## config.mk

```make
export PLATFORM = sky130hd
export DESIGN_NAME = ttl_select_arbiter
export DESIGN_NICKNAME = d
export VERILOG_FILES = /design/src/rtl/ttl_select_arbiter_pkg.sv /design/src/rtl/ttl_74138.sv /design/src/rtl/ttl_select_arbiter.sv
export SDC_FILE = /design/constraint.sdc
export NUM_CORES = 1
export LEC_CHECK = 0
export CAP_MARGIN = 5
export CORE_ASPECT_RATIO = 0.9
export CORE_MARGIN = 5
export CORE_UTILIZATION = 30
export DETAILED_ROUTE_END_ITERATION = 8
export PLACE_DENSITY_LB_ADDON = 0.05
export SLEW_MARGIN = 20
export SYNTH_ARGS = -nofsm -noshare
export SYNTH_HDL_FRONTEND = slang
export SYNTH_SLANG_ARGS = --single-unit
```

## constraint.sdc

```tcl
create_clock -name clk -period 4.15 [get_ports clk]
set_input_delay 1.245 -clock clk [delete_from_list [all_inputs] [get_ports clk]]
set_output_delay 1.245 -clock clk [all_outputs]
set_load 0.05 [all_outputs]
```

## src/rtl/ttl_select_arbiter_pkg.sv

```systemverilog
// Shared definitions for the select-line arbiter.
//   state_t   : arbiter states, 2-bit encoding (IDLE, GRANT, RELEASE)
//   wrap_inc  : increments an index and wraps to zero after n-1, using an
//               explicit compare so that non-power-of-2 widths also work
package ttl_select_arbiter_pkg;

  typedef enum logic [1:0] {
    ST_IDLE    = 2'd0,
    ST_GRANT   = 2'd1,
    ST_RELEASE = 2'd2
  } state_t;

  function automatic int wrap_inc(input int idx, input int n);
    return (idx >= n - 1) ? 0 : idx + 1;
  endfunction

endpackage

```

## src/rtl/ttl_74138.sv

```systemverilog
// 3-to-8 style active-low line decoder, generalised to WIDTH_OUT outputs.
//   Enable1_bar, Enable2_bar : active-low enables (both must be 0)
//   Enable3                  : active-high enable
//   A                        : address of the output to pull low
//   Y                        : one-cold active-low outputs; all 1s when disabled
// DELAY_RISE / DELAY_FALL describe the edge delays of the discrete part. This
// model is zero-delay logic, so they are only sanity-checked here.
module ttl_74138 #(
  parameter int WIDTH_OUT  = 8,
  parameter int WIDTH_IN   = $clog2(WIDTH_OUT),
  parameter int DELAY_RISE = 0,
  parameter int DELAY_FALL = 0
) (
  input  logic                 Enable1_bar,
  input  logic                 Enable2_bar,
  input  logic                 Enable3,
  input  logic [WIDTH_IN-1:0]  A,
  output logic [WIDTH_OUT-1:0] Y
);

  logic enabled;

  // Negative delays make no sense for a physical part; the empty block marks
  // the configuration without affecting the logic.
  if (DELAY_RISE < 0 || DELAY_FALL < 0) begin : g_bad_delay_params
  end

  assign enabled = !Enable1_bar && !Enable2_bar && Enable3;

  always_comb begin
    Y = '1;
    // Addresses past the last line (non-power-of-2 widths) select nothing.
    if (enabled && (int'(A) < WIDTH_OUT)) begin
      Y[A] = 1'b0;
    end
  end

endmodule

```

## src/rtl/ttl_select_arbiter.sv

```systemverilog
// Round-robin arbiter sharing one active-low select decoder among WIDTH_OUT
// requesters. A winner's select is held low for at most HOLD_CYCLES cycles,
// then one dead cycle with all selects high guarantees selects never overlap.
//   clk       : rising-edge clock
//   reset_bar : asynchronous active-low reset
//   req       : level request, bit i = requester i
//   sel_bar   : one-cold active-low select, always the decoder output
//   addr      : index of the current / most recent grant
//   busy      : high while granting or releasing
//   done      : one-cycle pulse in the first (and only) RELEASE cycle
module ttl_select_arbiter
  import ttl_select_arbiter_pkg::*;
#(
  parameter int WIDTH_OUT   = 8,
  parameter int WIDTH_IN    = $clog2(WIDTH_OUT),
  parameter int HOLD_CYCLES = 2,
  parameter int DELAY_RISE  = 0,
  parameter int DELAY_FALL  = 0
) (
  input  logic                 clk,
  input  logic                 reset_bar,
  input  logic [WIDTH_OUT-1:0] req,
  output logic [WIDTH_OUT-1:0] sel_bar,
  output logic [WIDTH_IN-1:0]  addr,
  output logic                 busy,
  output logic                 done
);

  localparam int CNT_W = $clog2(HOLD_CYCLES + 1);

  state_t              state, state_nxt;
  logic [WIDTH_IN-1:0] ptr, ptr_nxt;
  logic [WIDTH_IN-1:0] addr_nxt;
  logic [CNT_W-1:0]    cnt, cnt_nxt;
  logic                done_nxt;
  logic [WIDTH_IN-1:0] winner;
  logic                found;

  // Rotating priority scan: start at ptr and walk upward with wrap, first set
  // request wins. The wrap is an explicit subtract so addr stays in range.
  always_comb begin : scan
    int idx;
    idx    = 0;
    winner = '0;
    found  = 1'b0;
    for (int k = 0; k < WIDTH_OUT; k++) begin
      idx = int'(ptr) + k;
      if (idx >= WIDTH_OUT) begin
        idx = idx - WIDTH_OUT;
      end
      if (!found && req[WIDTH_IN'(idx)]) begin
        found  = 1'b1;
        winner = WIDTH_IN'(idx);
      end
    end
  end

  always_comb begin
    state_nxt = state;
    ptr_nxt   = ptr;
    cnt_nxt   = cnt;
    addr_nxt  = addr;
    done_nxt  = 1'b0;
    case (state)
      ST_IDLE: begin
        if (found) begin
          addr_nxt  = winner;
          cnt_nxt   = CNT_W'(HOLD_CYCLES - 1);
          state_nxt = ST_GRANT;
        end
      end
      ST_GRANT: begin
        // A dropped request ends the grant immediately; otherwise it runs
        // until the hold budget is used up. The winner becomes lowest
        // priority for the next scan.
        if (!req[addr] || cnt == '0) begin
          state_nxt = ST_RELEASE;
          done_nxt  = 1'b1;
          ptr_nxt   = WIDTH_IN'(wrap_inc(int'(addr), WIDTH_OUT));
        end else begin
          cnt_nxt = cnt - CNT_W'(1);
        end
      end
      ST_RELEASE: begin
        state_nxt = ST_IDLE;
      end
      default: begin
        state_nxt = ST_IDLE;
      end
    endcase
  end

  always_ff @(posedge clk or negedge reset_bar) begin
    if (!reset_bar) begin
      state <= ST_IDLE;
      ptr   <= '0;
      cnt   <= '0;
      addr  <= '0;
      done  <= 1'b0;
    end else begin
      state <= state_nxt;
      ptr   <= ptr_nxt;
      cnt   <= cnt_nxt;
      addr  <= addr_nxt;
      done  <= done_nxt;
    end
  end

  assign busy = (state != ST_IDLE);

  // The decoder is enabled only while granting, so RELEASE and IDLE drive all
  // selects high and reset clears them without waiting for a clock.
  ttl_74138 #(
    .WIDTH_OUT  (WIDTH_OUT),
    .WIDTH_IN   (WIDTH_IN),
    .DELAY_RISE (DELAY_RISE),
    .DELAY_FALL (DELAY_FALL)
  ) u_decoder (
    .Enable1_bar (1'b0),
    .Enable2_bar (1'b0),
    .Enable3     (state == ST_GRANT),
    .A           (addr),
    .Y           (sel_bar)
  );

endmodule

```

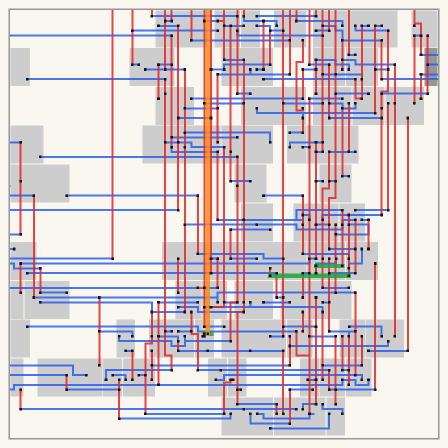
Run 1: zoomed window
Window x 28 to 58, y 8 to 38 um. Cells in grey, sequential cells in the stronger grey; small squares are vias.
red -> M2
green -> M3
orange -> M4
blue -> M1
most frequent = a21oi_1 (6)
cells with their middle in the window = 51
sequential cells in the window = 0

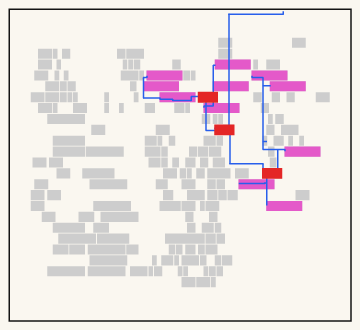
Run 1: clock network drawn from the DEF
Scale: 4 px per um.
magenta -> flip-flops  # count 11
red -> clock-net drivers  # count 3
blue -> clock wires  # length 173 um
routed clock nets = 4
Final Skew: 2.26 ps

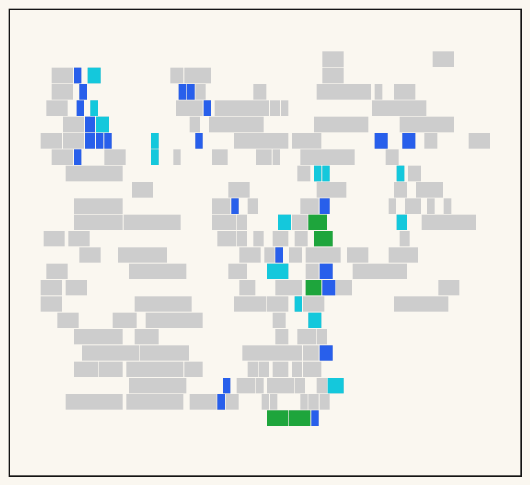
Run 1: gate families picked out
Scale: 6 px per um.
blue -> nand cells  # cells 23
cyan -> nor cells  # cells 14
green -> non-inverting ao/oa cells  # cells 5
Finished Layout Cells: 236
most frequent logic cell in the layout: clkdlybuf4s50_1
combinational share of cell area: 0.628

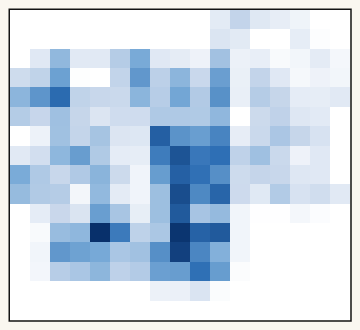
Run 1: routed metal per tile
Scale: 4 px per um. The die is cut into 17 by 16 equal tiles; white is low, dark blue is high, scaled to the fullest tile. Values are wire area over tile area, all layers added.
fullest tile = 0.43
nearly empty tiles = 33%
tiles over half the peak = 15%
densest ninth of the die = middle
mean over tiles = 0.094
All-Layer GR Usage: 0.126
wire length per cell: 17.0 um
routed vias: 1333
drt total wl: 4.01 mm

==> results.ini, run 1 <==
[status]
status=finished, final reports clean

[route]
routed_via_density=5.65
ant_nets=0
drc=0
dr.first_iter.drc_count=106
first_pass_iters=4

[worst_setup_path]
crit_chain=clkdlybuf4s50_1 -> mux2_1 -> mux4_2 -> nor3_2 -> a41oi_2 -> mux2i_1 -> a211oi_1
r2r-end=addr[2]
end_kind=register
cp-endpoint=addr[2]
reg2reg_from=ptr[1]
crit_fanout=8
slowest_delay_ps=590
worst-setup-path-type=in2reg
r2r_cells=8
crit_required_ps=4290
crit_start=req[4]
critPathLaunchType=input pin
regToRegSetupSlack_ps=1070
crit_path_top_delay_cell=mux4_2
cp.arrival_ps=3670

[cts]
holdBufCountCts=0
clk_latency_ps=230
cts_tree=yes
numCtsBuffers=3
post_cts_buffers=0
path_clk_slew_ps=50
clockRootBuffer=clkbuf_8
cts_max_path_buffers=2
ctsResizeCount=0
htree_levels=1
cts.sinks=11

[placed_design]
portBuffers=22
place_hpwl_mm=3.12
place_area_um2=1770
gp_congestion=0.765
preCtsSetupSlack_ps=376
place_inst=232

[sta]
grt_setup_unrepaired=false
fin_setup_tns_ps=0
drv_slew=0
fin_crit_sh=0.851
worstMarginPinSlew_ps=607
hold_ws_ps=500
setup_slack_ps=619
fmax_ghz=0.283
hold_viol=0
relSlewSlack=0.595
min_period_ps=3530
setup_violations=0

[yosys]
synth-seq-cells=11
synth.distinct_cells=49
synth-edff-count=0
synth_cells=153
ys_seq_frac=0.181
syn_area_per_cell_um2=9.94
top_cells_by_area=dfrtp_1 (18%), mux4_1 (17%), mux4_2 (7.4%)
fp_nets=168
yosysMostFrequentCell=nand2_1
top_area_frac=0.181
synth_warnings=0
synthArstFlopShare=1.00
top_area_cell=dfrtp_1
netlist_top_cells_count=nand2_1 (15), dfrtp_1 (11), inv_1 (10), mux4_1 (10), a21oi_1 (9)
synth-area-yosys_um2=1520
syn_area_um2=1520
flop_cell=dfrtp_1
yosys_cells=153

[run]
tool_warnings=27
maxCapViolCount=0

[final_layout]
final_cell_mix=clkdlybuf4s50_1 (22), nand2_1 (15), dfrtp_1 (11)
nets=187
final_util=0.370
nFillCells=494
diodes=0
final_area_um2=1810
area_delta_synth_final_pct=19.0
seq_area_um2=275
drive_gt1_frac=0.129
logic_area_um2=1140

[floorplan]
ios=23
fp-utilization=0.311
die_x_um=85.1
num_rows=24
coreArea_um2=4890
die_h_um=77.6
die_area_um2=6600

[grt]
grt_pass1_wl_mm=6.77
grt_max_degree=17
grt_overflow=0
grt_pass1_vias=1318
antenna_found_initial=0

[worst_hold_path]
hold_path.class=reg2reg

run 1: worst min path at each step:
stage               cells after the start     end  slack, ps   start
global route                            1  cnt[0]        520  cnt[0]
detailed placement                      1  cnt[0]        500  cnt[0]
floorplan                               1  cnt[0]        440  cnt[0]
finish                                  1  cnt[0]        500  cnt[0]
CTS                                     1  cnt[0]        510  cnt[0]
global placement                        1  cnt[0]        480  cnt[0]
run 1: critical path: cells and delay by family:
family / cells / cell delay (ps)
AND/OR/NAND/NOR: 1 / 300
AND-OR/OR-AND: 2 / 450
buffers and inverters: 1 / 520
multiplexers: 3 / 1160
run 1: metal layers:
metal / routed length (um) / track usage / up-vias
met2: 1830 / 0.205 / 29
met3: 126 / 0.0212 / 4
met1: 1980 / 0.170 / 667
met4: 65 / 0.0411 / 0
li1: - / - / 633
met5: 0 / 0 / -
run 1: area by class of cell:
cell class / instances / area share
repair buffers: 24 / 0.130
well taps: 65 / 0.0449
flip-flops and latches: 11 / 0.152
multi-input cells: 122 / 0.628
inverters: 10 / 0.0207
clock buffers: 4 / 0.0249
run 1: cell families after synthesis:
kind of cell    share of synthesized area
flops                               0.181
simple gates                        0.169
fa+ha+maj                          0.0411
compound gates                      0.186
buf+inv                            0.0724
mux                                 0.333
xor+xnor                           0.0173
run 1: sequential cells by signal, summed over array words and instances, names as in the netlist:
| signal | count |
|---|---|
| done | 1 |
| cnt | 2 |
| ptr | 3 |
| addr | 3 |
| state | 2 |
--- run 2 (diff from run 1) ---
Settings changed: CELL_PAD_IN_SITES_DETAIL_PLACEMENT from default to 1, CELL_PAD_IN_SITES_GLOBAL_PLACEMENT from default to 1.
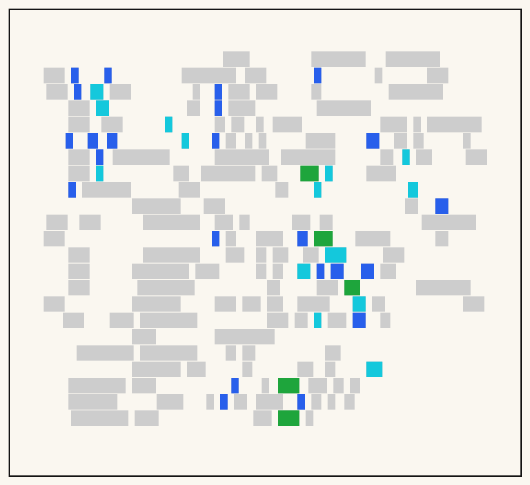
Run 2: gate families picked out
Scale: 6 px per um.
cyan -> nor cells  # cells 14
blue -> nand cells  # cells 23
green -> non-inverting ao/oa cells  # cells 5

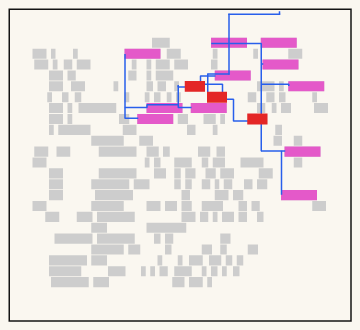
Run 2: clock network drawn from the DEF
Scale: 4 px per um.
red -> clock-net drivers  # count 3
magenta -> flip-flops  # count 11
blue -> clock wires  # length 183 um
routed clock nets = 4

==> results.ini, run 2 <==
[sta]
hold_viol=0
drv_slew=0
setup_violations=0
fmax_ghz=0.283

[yosys]
synth-seq-cells=11
synth_warnings=0
syn_area_um2=1520
top_area_cell=dfrtp_1
syn_area_per_cell_um2=9.94
synth.distinct_cells=49
flop_cell=dfrtp_1
synth_cells=153
top_cells_by_area=dfrtp_1 (18%), mux4_1 (17%), mux4_2 (7.4%)
synth-area-yosys_um2=1520
fp_nets=168

[cts]
cts_max_path_buffers=2
numCtsBuffers=3
path_clk_slew_ps=50
post_cts_buffers=0
holdBufCountCts=0
clockRootBuffer=clkbuf_8
htree_levels=1
clk_latency_ps=230

[final_layout]
area_delta_synth_final_pct=19.0
logic_area_um2=1140
final_util=0.370
seq_area_um2=275
diodes=0
drive_gt1_frac=0.129
top_regs=addr (3), ptr (3)

[grt]
grt_usage=0.135
antenna_found_initial=0
grt_max_degree=17
grt_pass1_vias=1403

[worst_setup_path]
crit_path_top_delay_cell=mux4_2
reg2reg_from=ptr[0]
cp.depth=7
crit_chain=clkdlybuf4s50_1 -> mux2_1 -> mux4_2 -> nor3_2 -> a41oi_2 -> mux2i_1 -> a211oi_1
critPathLaunchType=input pin
crit_start=req[6]
worst-setup-path-type=in2reg
cp.arrival_ps=3670

[floorplan]
fp-utilization=0.311
die_area_um2=6600
num_rows=24
die_x_um=85.1
coreArea_um2=4890
die_h_um=77.6

[route]
wl_per_cell_um=18.2
drc=0
first_pass_iters=4
via_count=1309
wl_mm=4.30
ant_nets=0

[placed_design]
place_hpwl_mm=3.35

[worst_hold_path]
hold_path.class=reg2reg

[run]
tool_warnings=27
maxCapViolCount=0

[status]
status=finished, final reports clean

[run 2: worst min-delay path by stage]
stage	from	endpoint	slack (ps)	cells after the start
3_5_place_dp	cnt[0]	cnt[0]	490	1
6_report	cnt[0]	cnt[0]	500	1
4_1_cts	cnt[0]	cnt[0]	500	1
2_1_floorplan	cnt[0]	cnt[0]	440	1
5_1_grt	cnt[0]	cnt[0]	530	1
3_3_place_gp	cnt[0]	cnt[0]	490	1
[run 2: worst register-to-register path: cells and delay by family, from the launching register on]
family,cells,cell delay (ps)
fa+ha+maj,1,600
compound gates,2,460
simple gates,1,310
flops,1,360
mux,3,1190
buf+inv,1,110
[run 2: kinds of logic (layout without fill, tap and decap cells)]
logic type      count (synthesis)  count (layout)  share of synthesized area
compound gates                 38              38                      0.186
xor+xnor                        3               3                     0.0173
fa+ha+maj                       5               5                     0.0411
buf+inv                        20              38                     0.0724
flops                          11              11                      0.181
mux                            27              27                      0.333
simple gates                   49              49                      0.169
[run 2: metal layers]
layer | vias up | track usage | share of wire
met2 | 24 | 0.212 | 0.45
met3 | 2 | 0.0180 | 0.027
met4 | 0 | 0.0142 | 0.0033
met1 | 654 | 0.204 | 0.52
met5 | - | 0 | 0
li1 | 629 | - | -
[run 2: per-stage QoR]
stage | hold slack [ps] | cells | worst slack (ps) | area [um^2]
2_1_floorplan | 445 | 153 | 1070 | 1520
3_3_place_gp | 485 | 232 | 424 | 1770
3_5_place_dp | 493 | 232 | 349 | 1770
4_1_cts | 501 | 236 | 584 | 1810
5_1_grt | 532 | 236 | 435 | 1810
6_report | 498 | 236 | 616 | 1810
[run 2: layout make-up]
cell class                 instances  area share
timing repair buffer              24       0.130
tap                               65      0.0449
sequential                        11       0.152
clock buffer                       4      0.0249
inverter                          10      0.0207
multi-input combinational        122       0.628
